==> src/rtl/alu_seq_divider.sv <==
// Iterative RV32M divider (DIV/DIVU/REM/REMU): one restoring step per cycle through the shared ALU.
// Optional feature macro: DIV_EARLY_OUT_EN (returns q=0, r=a at once when |a| < |b|).

package alu_seq_divider_pkg;

    typedef enum logic [3:0] {
        ALU_SLL  = 4'd0,
        ALU_SRL  = 4'd1,
        ALU_SRA  = 4'd2,
        ALU_ADD  = 4'd3,
        ALU_SUB  = 4'd4,
        ALU_AND  = 4'd5,
        ALU_OR   = 4'd6,
        ALU_XOR  = 4'd7,
        ALU_SLT  = 4'd8,
        ALU_SLTU = 4'd9
    } aluop_t;

endpackage

module alu_seq_divider
    import alu_seq_divider_pkg::*;
#(
    parameter int XLEN  = 32,
    parameter int CNT_W = 5
) (
    input  logic            CLK,
    input  logic            nRST,
    input  logic            req_valid,
    output logic            req_ready,
    input  logic [1:0]      req_op,
    input  logic [XLEN-1:0] req_a,
    input  logic [XLEN-1:0] req_b,
    output logic            resp_valid,
    input  logic            resp_ready,
    output logic [XLEN-1:0] resp_data,
    output aluop_t          alu_op,
    output logic [XLEN-1:0] alu_in1,
    output logic [XLEN-1:0] alu_in2,
    input  logic [XLEN-1:0] alu_out,
    input  logic            alu_carry
);

    localparam logic [XLEN-1:0] ZERO_W   = {XLEN{1'b0}};
    localparam logic [XLEN-1:0] ONES_W   = {XLEN{1'b1}};
    localparam logic [XLEN-1:0] MIN_NEG  = {1'b1, {(XLEN-1){1'b0}}};
    localparam logic [CNT_W-1:0] CNT_ONE = {{(CNT_W-1){1'b0}}, 1'b1};

    typedef enum logic [2:0] {
        S_IDLE = 3'd0,
        S_PREP = 3'd1,
        S_ITER = 3'd2,
        S_FIX  = 3'd3,
        S_DONE = 3'd4
    } state_t;

    function automatic logic [XLEN-1:0] cond_neg(input logic [XLEN-1:0] v, input logic neg);
        cond_neg = neg ? (~v + {{(XLEN-1){1'b0}}, 1'b1}) : v;
    endfunction

    state_t           state_r, state_nxt_s;
    logic [1:0]       op_r;
    logic [XLEN-1:0]  a_r, b_r;
    logic [XLEN-1:0]  rem_r, quo_r;
    logic [CNT_W-1:0] cnt_r;
    logic             neg_q_r, neg_r_r;
    logic             req_ready_r, resp_valid_r;
    logic [XLEN-1:0]  resp_data_r, alu_in1_r, alu_in2_r;

    logic             signed_op_s, accept_s, div_zero_s, overflow_s, early_s;
    logic             take_s, last_iter_s;
    logic [XLEN-1:0]  abs_a_s, abs_b_s, rs_s, rem_step_s, quo_step_s;

    assign signed_op_s = ~op_r[0];
    assign accept_s    = req_valid & req_ready_r;
    assign abs_a_s     = cond_neg(a_r, signed_op_s & a_r[XLEN-1]);
    assign abs_b_s     = cond_neg(b_r, signed_op_s & b_r[XLEN-1]);
    assign div_zero_s  = (b_r == ZERO_W);
    assign overflow_s  = signed_op_s & (a_r == MIN_NEG) & (b_r == ONES_W);

`ifdef DIV_EARLY_OUT_EN
    assign early_s = (abs_a_s < abs_b_s);
`else
    assign early_s = 1'b0;
`endif

    // rem[31] set means the shifted partial remainder is a 33-bit value, so the subtract must succeed
    assign rs_s        = {rem_r[XLEN-2:0], quo_r[XLEN-1]};
    assign take_s      = alu_carry | rem_r[XLEN-1];
    assign rem_step_s  = take_s ? alu_out : rs_s;
    assign quo_step_s  = {quo_r[XLEN-2:0], take_s};
    assign last_iter_s = (cnt_r == {CNT_W{1'b1}});

    // Next-state logic for the divide sequencer
    always_comb begin
        state_nxt_s = state_r;
        case (state_r)
            S_IDLE: begin
                if (accept_s) state_nxt_s = S_PREP;
                else          state_nxt_s = S_IDLE;
            end
            S_PREP: begin
                // special cases skip iteration but still pass through FIX (with negation disabled)
                if (div_zero_s || overflow_s || early_s) state_nxt_s = S_FIX;
                else                                     state_nxt_s = S_ITER;
            end
            S_ITER: begin
                if (last_iter_s) state_nxt_s = S_FIX;
                else             state_nxt_s = S_ITER;
            end
            S_FIX: state_nxt_s = S_DONE;
            S_DONE: begin
                if (resp_ready) state_nxt_s = S_IDLE;
                else            state_nxt_s = S_DONE;
            end
            default: state_nxt_s = S_IDLE;
        endcase
    end

    // State register, datapath and registered outputs
    always_ff @(posedge CLK) begin
        if (!nRST) begin
            state_r      <= S_IDLE;
            op_r         <= 2'b00;
            a_r          <= ZERO_W;
            b_r          <= ZERO_W;
            rem_r        <= ZERO_W;
            quo_r        <= ZERO_W;
            cnt_r        <= {CNT_W{1'b0}};
            neg_q_r      <= 1'b0;
            neg_r_r      <= 1'b0;
            req_ready_r  <= 1'b0;
            resp_valid_r <= 1'b0;
            resp_data_r  <= ZERO_W;
            alu_in1_r    <= ZERO_W;
            alu_in2_r    <= ZERO_W;
        end else begin
            state_r      <= state_nxt_s;
            req_ready_r  <= (state_nxt_s == S_IDLE);
            resp_valid_r <= (state_nxt_s == S_DONE);
            case (state_r)
                S_IDLE: begin
                    if (accept_s) begin
                        op_r <= req_op;
                        a_r  <= req_a;
                        b_r  <= req_b;
                    end
                end
                S_PREP: begin
                    cnt_r <= {CNT_W{1'b0}};
                    if (div_zero_s) begin
                        quo_r   <= ONES_W;
                        rem_r   <= a_r;
                        neg_q_r <= 1'b0;
                        neg_r_r <= 1'b0;
                    end else if (overflow_s) begin
                        quo_r   <= MIN_NEG;
                        rem_r   <= ZERO_W;
                        neg_q_r <= 1'b0;
                        neg_r_r <= 1'b0;
                    end else if (early_s) begin
                        quo_r   <= ZERO_W;
                        rem_r   <= a_r;
                        neg_q_r <= 1'b0;
                        neg_r_r <= 1'b0;
                    end else begin
                        quo_r     <= abs_a_s;
                        rem_r     <= ZERO_W;
                        neg_q_r   <= signed_op_s & (a_r[XLEN-1] ^ b_r[XLEN-1]);
                        neg_r_r   <= signed_op_s & a_r[XLEN-1];
                        // ALU operands are registered, so the first shifted remainder is prepared here
                        alu_in1_r <= {{(XLEN-1){1'b0}}, abs_a_s[XLEN-1]};
                        alu_in2_r <= abs_b_s;
                    end
                end
                S_ITER: begin
                    rem_r <= rem_step_s;
                    quo_r <= quo_step_s;
                    cnt_r <= cnt_r + CNT_ONE;
                    if (last_iter_s) begin
                        alu_in1_r <= ZERO_W;
                        alu_in2_r <= ZERO_W;
                    end else begin
                        alu_in1_r <= {rem_step_s[XLEN-2:0], quo_step_s[XLEN-1]};
                    end
                end
                S_FIX: begin
                    if (op_r[1]) resp_data_r <= cond_neg(rem_r, neg_r_r);
                    else         resp_data_r <= cond_neg(quo_r, neg_q_r);
                end
                S_DONE: begin
                    resp_data_r <= resp_data_r;
                end
                default: begin
                    resp_data_r <= resp_data_r;
                end
            endcase
        end
    end

    assign req_ready  = req_ready_r;
    assign resp_valid = resp_valid_r;
    assign resp_data  = resp_data_r;
    assign alu_op     = ALU_SUB;
    assign alu_in1    = alu_in1_r;
    assign alu_in2    = alu_in2_r;

endmodule

==> config.mk <==
export PLATFORM = sky130hd
export DESIGN_NAME = alu_seq_divider
export DESIGN_NICKNAME = d
export VERILOG_FILES = /design/src/rtl/alu_seq_divider.sv
export SDC_FILE = /design/constraint.sdc
export NUM_CORES = 1
export LEC_CHECK = 0
export CELL_PAD_IN_SITES_DETAIL_PLACEMENT = 0
export CELL_PAD_IN_SITES_GLOBAL_PLACEMENT = 1
export CORE_ASPECT_RATIO = 1.5
export CORE_UTILIZATION = 43
export DETAILED_ROUTE_END_ITERATION = 16
export GPL_TIMING_DRIVEN = 0
export PLACE_DENSITY = 0.85
export SYNTH_ARGS = -nofsm -noshare
export SYNTH_HDL_FRONTEND = slang
export SYNTH_SLANG_ARGS = --single-unit
==> constraint.sdc <==
create_clock -name CLK -period 4.2 [get_ports CLK]
set_clock_uncertainty 0.1 [all_clocks]
set_input_delay 0.42 -clock CLK [delete_from_list [all_inputs] [get_ports CLK]]
set_output_delay 0.42 -clock CLK [all_outputs]
set_load 0.1 [all_outputs]
==> results.sh <==
# implementation run metrics
export IMPL_grt_pass1_wl_um=72900
export IMPL_path_class="reg2reg"
export IMPL_finalWorstSetupSlack_ps=451
export IMPL_pwr_share_comb_pct=23.7
export IMPL_yosysTopAreaCell="dfxtp_1"
export IMPL_post_cts_resized=0
export IMPL_max_stage_delay_ps=850
export IMPL_ys_cells=1491
export IMPL_p_sw_mw=2.11
export IMPL_n_fill_cell=2704
export IMPL_layout_top_cell="dfxtp_1"
export IMPL_firstDrtPassIters=5
export IMPL_fmax_ghz=0.267
export IMPL_yosys_top_cells_count="dfxtp_1, nand2_1, a21oi_1"
export IMPL_layout_drive_gt1_share_pct=5.58
export IMPL_synth_area_mux_share_pct=4.01
export IMPL_grt_pass1_vias=12500
export IMPL_synthAoiAreaFrac_pct=25.9
export IMPL_rrSetupSlack_ps=450
export IMPL_io_buffers=200
export IMPL_p_seq_mw=2.49
export IMPL_cp_endpoint="alu_in1[14]"
export IMPL_clock_path_buffers=3
export IMPL_maxSlewViolCount=0
export IMPL_worstPathRequired_ps=4570
export IMPL_worstSetupStartpoint="b_r[10]"
export IMPL_rsz0062_at_grt="false"
export IMPL_hold_start="req_b[9]"
export IMPL_status="finished, final reports clean"
export IMPL_grt_use_total_pct=32.4
export IMPL_reg2reg_from="b_r[10]"
export IMPL_ys_async_sr_fraction_pct=0
export IMPL_seq_power_share_pct=40.4
export IMPL_fp_util_pct=43.6
export IMPL_drc=0
export IMPL_hold_buffers=0
export IMPL_top_logic_kind="AND-OR/OR-AND gates"
export IMPL_logic_gate_count=1107
export IMPL_cp_cell_sequence="nor4_1 -> and2_1 -> nand4_1 -> and2_1 -> clkbuf_1 -> a211oi_4 -> buf_6 -> o2bb2ai_2"
export IMPL_ff_type="dfxtp_1"
export IMPL_cp_depth=8
export IMPL_cp_num_buf_inv=2
export IMPL_setup_tns_ps=0
export IMPL_power_density_nw_per_um2=392
export IMPL_clkSlewWorstSetupHoldPaths_ps=60
export IMPL_fin_crit_sh_pct=89.3
export IMPL_r2r_cells=8
export IMPL_postRouteAntennaNets=0
export IMPL_area_growth_pct=26.4
export IMPL_drt_initial_drc_count=782
export IMPL_edf_count=0
export IMPL_worstHoldPathCells=3
export IMPL_fa_ha_area_share_pct=0.703
export IMPL_buffers=330
export IMPL_antennaDiodeCount=0
export IMPL_n_all_inverters=18
export IMPL_via_per_inst=5.89
export IMPL_internal_power_mw=4.06
export IMPL_placed_cells=2083
export IMPL_ff_latch_area_sq_um=4760
export IMPL_max_slew_margin_pct=24.4
export IMPL_logic_area_sq_um=7110
export IMPL_avgSynthCellArea_sq_um=8.36
export IMPL_synth_top_area_share_pct=38.2
export IMPL_chip_area_sq_um=29700
export IMPL_crit_arrival_ps=4120
export IMPL_cts_root_buf="clkbuf_16"
export IMPL_syn_cell_area_sq_um=12500
export IMPL_routedWlPerCell_um=22.6
export IMPL_end_kind="register"
export IMPL_cp_slowest_cell="nor4_1"
export IMPL_hold_violations=0
## through the flow
stage / hold WS [ps] / power, mW / cell area (sq um)
CTS: 307 / 6.16 / 15800
floorplan: 348 / 3.44 / 12500
global route: 335 / 6.38 / 15800
global placement: 337 / 3.97 / 15000
finish: 317 / 6.18 / 15800
detailed placement: 342 / 3.97 / 15000
## worst register-to-register path, cell delays in order, from the launching register on
cell and delay (ps):
dfxtp_1 370, nor4_1 850, and2_1 370, nand4_1 370
and2_1 310, clkbuf_1 280, a211oi_4 650, buf_6 260
o2bb2ai_2 120
## metal layers
metal,part of all wire [%],wire [um],global-route usage (%),vias up
met5,0,0,0,-
met1,36,17200,33.7,5947
li1,-,-,-,5903
met3,4.6,2230,3.45,188
met4,8.6,4140,25.4,0
met2,51,24500,59.2,505
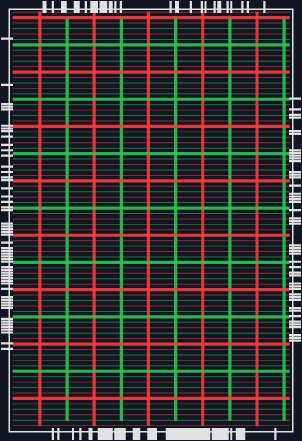
*Floorplan with the power grid*
(2 px per um) Pins as bars on the die edge.
| net | color |
|---|---|
| VDD | green |
| VSS | red |
met4 straps: 10
rows: 76
met5 straps: 15
maximum VDD drop: 288 uV
die extent in x: 141 um
die height: 211 um
core area: 28600 sq um

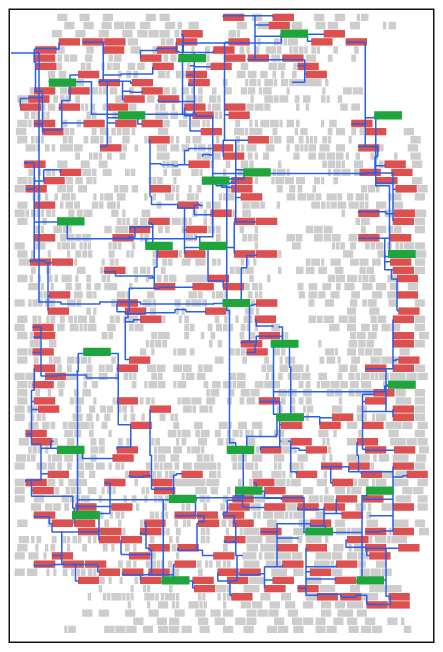
*Clock network drawn from the DEF*
(3 px per um)
[clock drivers] green | count: 25
[flip-flops] red | count: 238
[clock wires] blue | length: 3190 um
flops lie: spread over the die
routed clock nets: 26
Clock group: 2.22 mW
clk_lat worst skew: 550 ps
clock power share: 35.9%

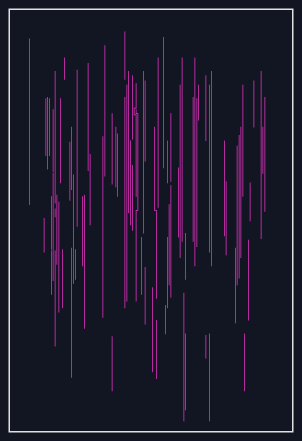
*Metal 4*
(2 px per um)
longest straight run: 108 um
wire length on this layer: 4140 um
main direction: vertical
share of all routed wire: 8.6%
nets with wire on the layer: 71
Via Count: 12500
final WL: 48100 um

No activity file was given, so power comes from the tool's default toggle rates.
